$ cat config.mk
export PLATFORM = sky130hd
export DESIGN_NAME = dis_wei
export DESIGN_NICKNAME = d
export VERILOG_FILES = /design/src/rtl/dis_wei_pkg.sv /design/src/rtl/dis_wei_popcnt.sv /design/src/rtl/dis_wei.sv
export SDC_FILE = /design/constraint.sdc
export NUM_CORES = 1
export LEC_CHECK = 0
export ABC_AREA = 1
export CAP_MARGIN = 10
export CORE_MARGIN = 2
export CORE_UTILIZATION = 30
export CTS_CLUSTER_SIZE = 28
export DETAILED_ROUTE_END_ITERATION = 8
export PLACE_DENSITY = 0.65
export RECOVER_POWER = 25
export SLEW_MARGIN = 40
export SYNTH_ARGS = -nofsm -noshare
export SYNTH_HDL_FRONTEND = slang
export SYNTH_HIERARCHICAL = 1
export SYNTH_SLANG_ARGS = --single-unit
$ cat constraint.sdc
create_clock -name clk -period 5.3 [get_ports clk]
set_input_delay 0.53 -clock clk [delete_from_list [all_inputs] [get_ports clk]]
set_output_delay 0.53 -clock clk [all_outputs]
set_load 0.02 [all_outputs]
$ cat src/rtl/dis_wei_pkg.sv
// Shared sizing and FSM state type for the weight distributor.
package dis_wei_pkg;

  localparam int unsigned DW_NUMFLG = 32;
  localparam int unsigned DW_WEIW   = 8;
  localparam int unsigned DW_WPW    = 8;
  localparam int unsigned DW_ADDRW  = 10;

  typedef enum logic [2:0] {
    ST_IDLE,
    ST_RDFLG,
    ST_WTFLG,
    ST_RDWEI,
    ST_DONE
  } dw_state_e;

  function automatic int unsigned dw_ceil_div(input int unsigned a, input int unsigned b);
    return (a + b - 1) / b;
  endfunction

endpackage

$ cat src/rtl/dis_wei_popcnt.sv
// Combinational population count of the bundle flag word.
module dis_wei_popcnt #(
  parameter int unsigned NUMFLG = 32,
  parameter int unsigned CNTW   = $clog2(NUMFLG) + 1
) (
  input  logic [NUMFLG-1:0] flg_i,
  output logic [CNTW-1:0]   cnt_o
);

  always_comb begin
    cnt_o = '0;
    for (int unsigned i = 0; i < NUMFLG; i++) begin
      cnt_o = cnt_o + CNTW'(flg_i[i]);
    end
  end

endmodule

$ cat src/rtl/dis_wei.sv
// Weight distributor: fetches one flag word plus its packed non-zero weights
// from the global buffers per fetch request and holds the assembled bundle.
module dis_wei
  import dis_wei_pkg::*;
#(
  parameter  int unsigned NUMFLG = DW_NUMFLG,
  parameter  int unsigned WEIW   = DW_WEIW,
  parameter  int unsigned WPW    = DW_WPW,
  parameter  int unsigned ADDRW  = DW_ADDRW,
  localparam int unsigned CNTW   = $clog2(NUMFLG) + 1
) (
  input  logic                   clk,
  input  logic                   rst_n,
  input  logic                   CTRLWEI_PlsFetch,
  input  logic                   CTRLACT_FnhFrm,
  input  logic                   GBFFLGWEI_Val,
  output logic                   GBFFLGWEI_Rd,
  output logic [ADDRW-1:0]       GBFFLGWEI_Addr,
  input  logic [NUMFLG-1:0]      GBFFLGWEI_Dat,
  input  logic                   GBFWEI_Val,
  output logic                   GBFWEI_Rd,
  output logic [ADDRW-1:0]       GBFWEI_Addr,
  input  logic [WPW*WEIW-1:0]    GBFWEI_Dat,
  output logic                   DISWEI_RdyWei,
  output logic [NUMFLG-1:0]      DISWEIPEC_Flg,
  output logic [NUMFLG*WEIW-1:0] DISWEIPEC_Wei,
  output logic [CNTW-1:0]        DISWEIPEC_NumWei,
  output logic                   DISWEI_Ovf
);

  localparam int unsigned WRDW  = WPW * WEIW;
  localparam int unsigned NWRD  = dw_ceil_div(NUMFLG, WPW);
  localparam int unsigned PACKW = NWRD * WRDW;

  dw_state_e          state_q, state_d;
  logic [ADDRW-1:0]   faddr_q, faddr_d;
  logic [ADDRW-1:0]   waddr_q, waddr_d;
  logic               pend_q, pend_d;
  logic               ovf_q, ovf_d;
  logic [NUMFLG-1:0]  flg_q, flg_d;
  logic [PACKW-1:0]   wei_q, wei_d;
  logic [CNTW-1:0]    num_q, num_d;
  logic [CNTW-1:0]    nwrd_q, nwrd_d;
  logic [CNTW-1:0]    iss_q, iss_d;
  logic [CNTW-1:0]    cap_q, cap_d;
  logic               wvld_q, wvld_d;

  logic [CNTW-1:0]    pop;
  logic               frd, wrd, start, direct, consume;

  dis_wei_popcnt #(
    .NUMFLG (NUMFLG),
    .CNTW   (CNTW)
  ) u_popcnt (
    .flg_i (GBFFLGWEI_Dat),
    .cnt_o (pop)
  );

  always_comb begin
    state_d = state_q;
    faddr_d = faddr_q;
    waddr_d = waddr_q;
    pend_d  = pend_q;
    ovf_d   = ovf_q;
    flg_d   = flg_q;
    wei_d   = wei_q;
    num_d   = num_q;
    nwrd_d  = nwrd_q;
    iss_d   = iss_q;
    cap_d   = cap_q;

    frd     = (state_q == ST_RDFLG) && GBFFLGWEI_Val && !CTRLACT_FnhFrm;
    wrd     = (state_q == ST_RDWEI) && GBFWEI_Val && (iss_q < nwrd_q) && !CTRLACT_FnhFrm;
    wvld_d  = wrd;

    // A fetch starts a load directly only from IDLE/DONE with nothing queued;
    // otherwise it occupies the single pending slot or, if that is full, is dropped.
    direct  = ((state_q == ST_IDLE) || (state_q == ST_DONE)) && !pend_q;
    consume = (state_q == ST_IDLE) && pend_q;
    start   = (direct && CTRLWEI_PlsFetch) || consume;

    if (consume) pend_d = 1'b0;
    if (CTRLWEI_PlsFetch && !direct) begin
      if (pend_q && !consume) ovf_d = 1'b1;
      else                    pend_d = 1'b1;
    end

    if (frd) faddr_d = faddr_q + ADDRW'(1);
    if (wrd) begin
      waddr_d = waddr_q + ADDRW'(1);
      iss_d   = iss_q + CNTW'(1);
    end

    unique case (state_q)
      ST_IDLE: if (start) state_d = ST_RDFLG;
      ST_RDFLG: if (frd) state_d = ST_WTFLG;
      ST_WTFLG: begin
        flg_d   = GBFFLGWEI_Dat;
        num_d   = pop;
        nwrd_d  = CNTW'((32'(pop) + WPW - 1) / WPW);
        iss_d   = '0;
        cap_d   = '0;
        state_d = (pop == '0) ? ST_DONE : ST_RDWEI;
      end
      ST_RDWEI: begin
        if (wvld_q) begin
          for (int unsigned k = 0; k < NWRD; k++) begin
            if (cap_q == CNTW'(k)) wei_d[k*WRDW +: WRDW] = GBFWEI_Dat;
          end
          cap_d = cap_q + CNTW'(1);
          if (cap_q + CNTW'(1) == nwrd_q) state_d = ST_DONE;
        end
      end
      ST_DONE: begin
        if (start)       state_d = ST_RDFLG;
        else if (pend_q) state_d = ST_IDLE;
      end
      default: state_d = ST_IDLE;
    endcase

    if (start) begin
      flg_d = '0;
      wei_d = '0;
      num_d = '0;
    end

    // Frame end overrides everything; a simultaneous fetch becomes the pending load.
    if (CTRLACT_FnhFrm) begin
      state_d = ST_IDLE;
      faddr_d = '0;
      waddr_d = '0;
      pend_d  = CTRLWEI_PlsFetch;
      ovf_d   = ovf_q;
      wvld_d  = 1'b0;
      flg_d   = flg_q;
      wei_d   = wei_q;
      num_d   = num_q;
    end
  end

  always_ff @(posedge clk or negedge rst_n) begin
    if (!rst_n) begin
      state_q <= ST_IDLE;
      faddr_q <= '0;
      waddr_q <= '0;
      pend_q  <= 1'b0;
      ovf_q   <= 1'b0;
      flg_q   <= '0;
      wei_q   <= '0;
      num_q   <= '0;
      nwrd_q  <= '0;
      iss_q   <= '0;
      cap_q   <= '0;
      wvld_q  <= 1'b0;
    end else begin
      state_q <= state_d;
      faddr_q <= faddr_d;
      waddr_q <= waddr_d;
      pend_q  <= pend_d;
      ovf_q   <= ovf_d;
      flg_q   <= flg_d;
      wei_q   <= wei_d;
      num_q   <= num_d;
      nwrd_q  <= nwrd_d;
      iss_q   <= iss_d;
      cap_q   <= cap_d;
      wvld_q  <= wvld_d;
    end
  end

  assign GBFFLGWEI_Rd     = frd;
  assign GBFFLGWEI_Addr   = faddr_q;
  assign GBFWEI_Rd        = wrd;
  assign GBFWEI_Addr      = waddr_q;
  assign DISWEI_RdyWei    = (state_q == ST_DONE);
  assign DISWEIPEC_Flg    = flg_q;
  assign DISWEIPEC_Wei    = wei_q[NUMFLG*WEIW-1:0];
  assign DISWEIPEC_NumWei = num_q;
  assign DISWEI_Ovf       = ovf_q;

endmodule

Fig. 1: the clock network
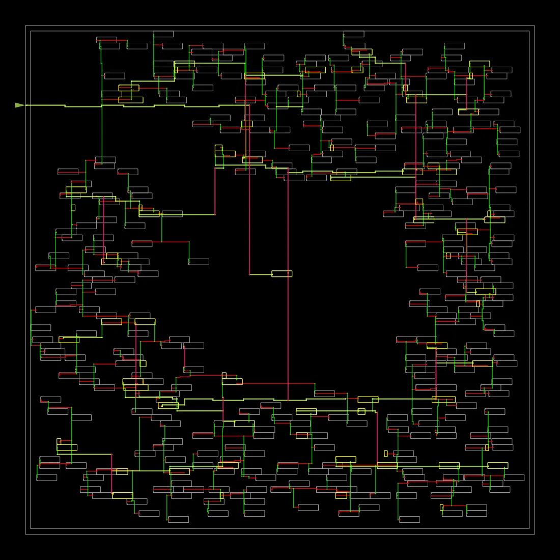
seq_cells: 336
Setup Skew: 0.0177 ns
clock buffers: 60
P_clk: 2.72 mW
CTS sink count: 336

Fig. 2: clock network drawn from the DEF
Drawn at 2 px/um.
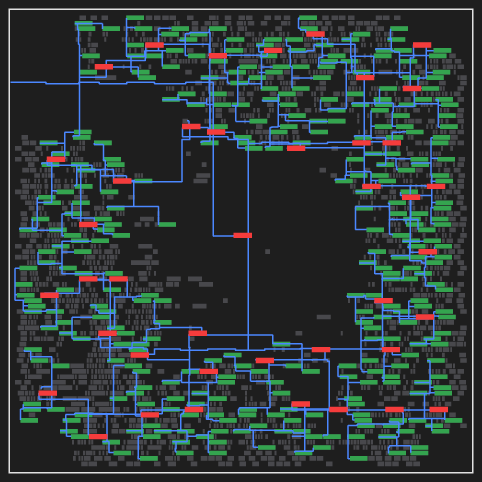
[flip-flops] green | count: 336
[clock drivers] red | count: 41
[clock wires] blue | length: 4,840 um
routed clock nets: 42
flops lie: widely spread

==> impl_metrics.csv <==
group,metric,value,unit
placed_design,dp_cells,2842,
timing,slew_headroom,-1.48,
critical_path,ff2ff_setup_slack,2.12,ns
drt,avgRoutedWirePerCell,17.7,um
critical_path,rr_startpoint,"state_q[0]",
cells_and_area,final_util,0.424,
cells_and_area,finalNonFillerCells,2917,
run_status,failed_checks,"max-capacitance violations, max-slew violations",
floorplan,nWellTaps,680,
power_and_ir_drop,p_int,7.58,mW
yosys,mux_share,0,
cells_and_area,final-clk-cell-share,0.0594,
timing,hold_viol,0,
yosys,ys_area,0.0155,mm^2
drt,first_iter_violations,1131,
critical_path,arrival,5.49,ns
cells_and_area,antenna-diode-count,1,
yosys,synthesis.area,0.0155,mm^2
power_and_ir_drop,power_leakage,10.5,nW
critical_path,crit_type,"in -> reg",
critical_path,path_buffers,6,
cells_and_area,buf_share,0.211,
run_status,status,"complete, but fails checks",
power_and_ir_drop,clockPowerShare,0.201,
timing,finalMaxSlewViolations,66,
cells_and_area,flop_area,0.00841,mm^2
global_route,grtUsageTotal,0.191,
yosys,edf_count,0,
timing,grt_setup_unrepaired,"no",
critical_path,crit_fanout,2,
cells_and_area,largest_cell_class,"sequential cells",
cells_and_area,drive_above_1_share,0.0555,
drt,avgViaCountPerCell,4.72,
critical_path,start_kind,"input port",
global_route,grt_pass1_wl,80300,um
critical_path,crit_slowest_cell,"fa_1",
global_route,gr-total-overflow,0,
critical_path,critPathTopFamily,"adder cells",
global_route,grt_util_met3,0.0434,
timing,fmax,197,MHz
clocking,h-tree-depth,2,
cells_and_area,logic_area,0.00593,mm^2
power_and_ir_drop,power.density,625,mW/mm^2
min_path,min-delay-start,"GBFFLGWEI_Dat[11]",
critical_path,reg2reg_to,"DISWEIPEC_Wei[213]",
timing,setup_tns,0,ns
cells_and_area,fin_area,0.0216,mm^2
placed_design,placed_cell_area,0.0203,mm^2
placed_design,dp_worst_setup_slack,-0.594,ns
yosys,simple_gate_share,0.210,
critical_path,required,5.72,ns
timing,tightest_slew,3.73,ns
run,cap_violations,1,
floorplan,chipWidth,231,um
global_route,grt_max_degree,143,
drt,ant_nets,0,
drt,wirelength,51500,um
power_and_ir_drop,total_power,13.5,mW
Fig. 3: cell classes on the final placement
Drawn at 1.5 px/um. Fill, decap, tap and diode cells in gray.
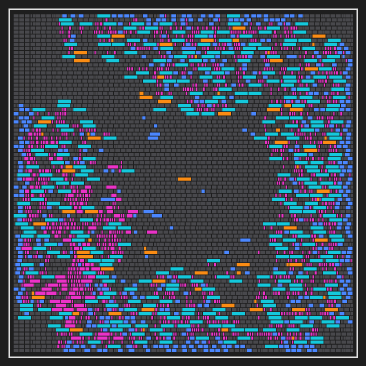
| class | color | cells |
|---|---|---|
| remaining buffers and delay cells | blue | 451 |
| clock drivers and dummy loads | orange | 71 |
| sequential cells | cyan | 336 |
| combinational and other logic | magenta | 1,378 |

Fig. 4: ports around the boundary
Drawn at 1 px/um. Pins as bars across the die edge, other pins in gray.
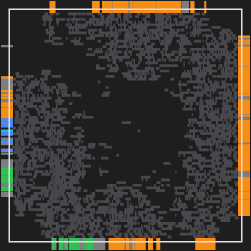
| port | color | pins | direction | edge |
|---|---|---|---|---|
| `GBFWEI_Val` | cyan | 1 | input | left |
| `GBFFLGWEI_Dat` | green | 32 | input | 19 bottom, 13 left |
| `GBFFLGWEI_Addr` | blue | 10 | output | left |
| `DISWEIPEC_Wei` | orange | 256 | output | 109 right, 83 top, 50 bottom, 14 left |

[power groups by stage]
stage	clock network, mW	logic (mW)	registers, mW
global route	2.90	7.68	3.88
CTS	2.80	6.77	3.79
detailed placement	0	6.75	3.83
finish	2.72	7.03	3.79
floorplan	0	2.82	4.68
global placement	0	6.57	3.79
[tightest hold or removal path, cell delays in order]
cell	delay, ns
dlymetal6s2s_1	0.13
nand2_1	0.06
o21ai_0	0.07
[registers in the layout, indices dropped and copies added (netlist names)]
name              cells
GBFWEI_Addr          10
nwrd_q                4
DISWEIPEC_Flg        32
state_q               3
DISWEIPEC_NumWei      6
wvld_q                1
cap_q                 6
iss_q                 6
pend_q                1
GBFFLGWEI_Addr       10
DISWEI_Ovf            1
DISWEIPEC_Wei       256
No activity file was given, so power comes from the tool's default toggle rates.
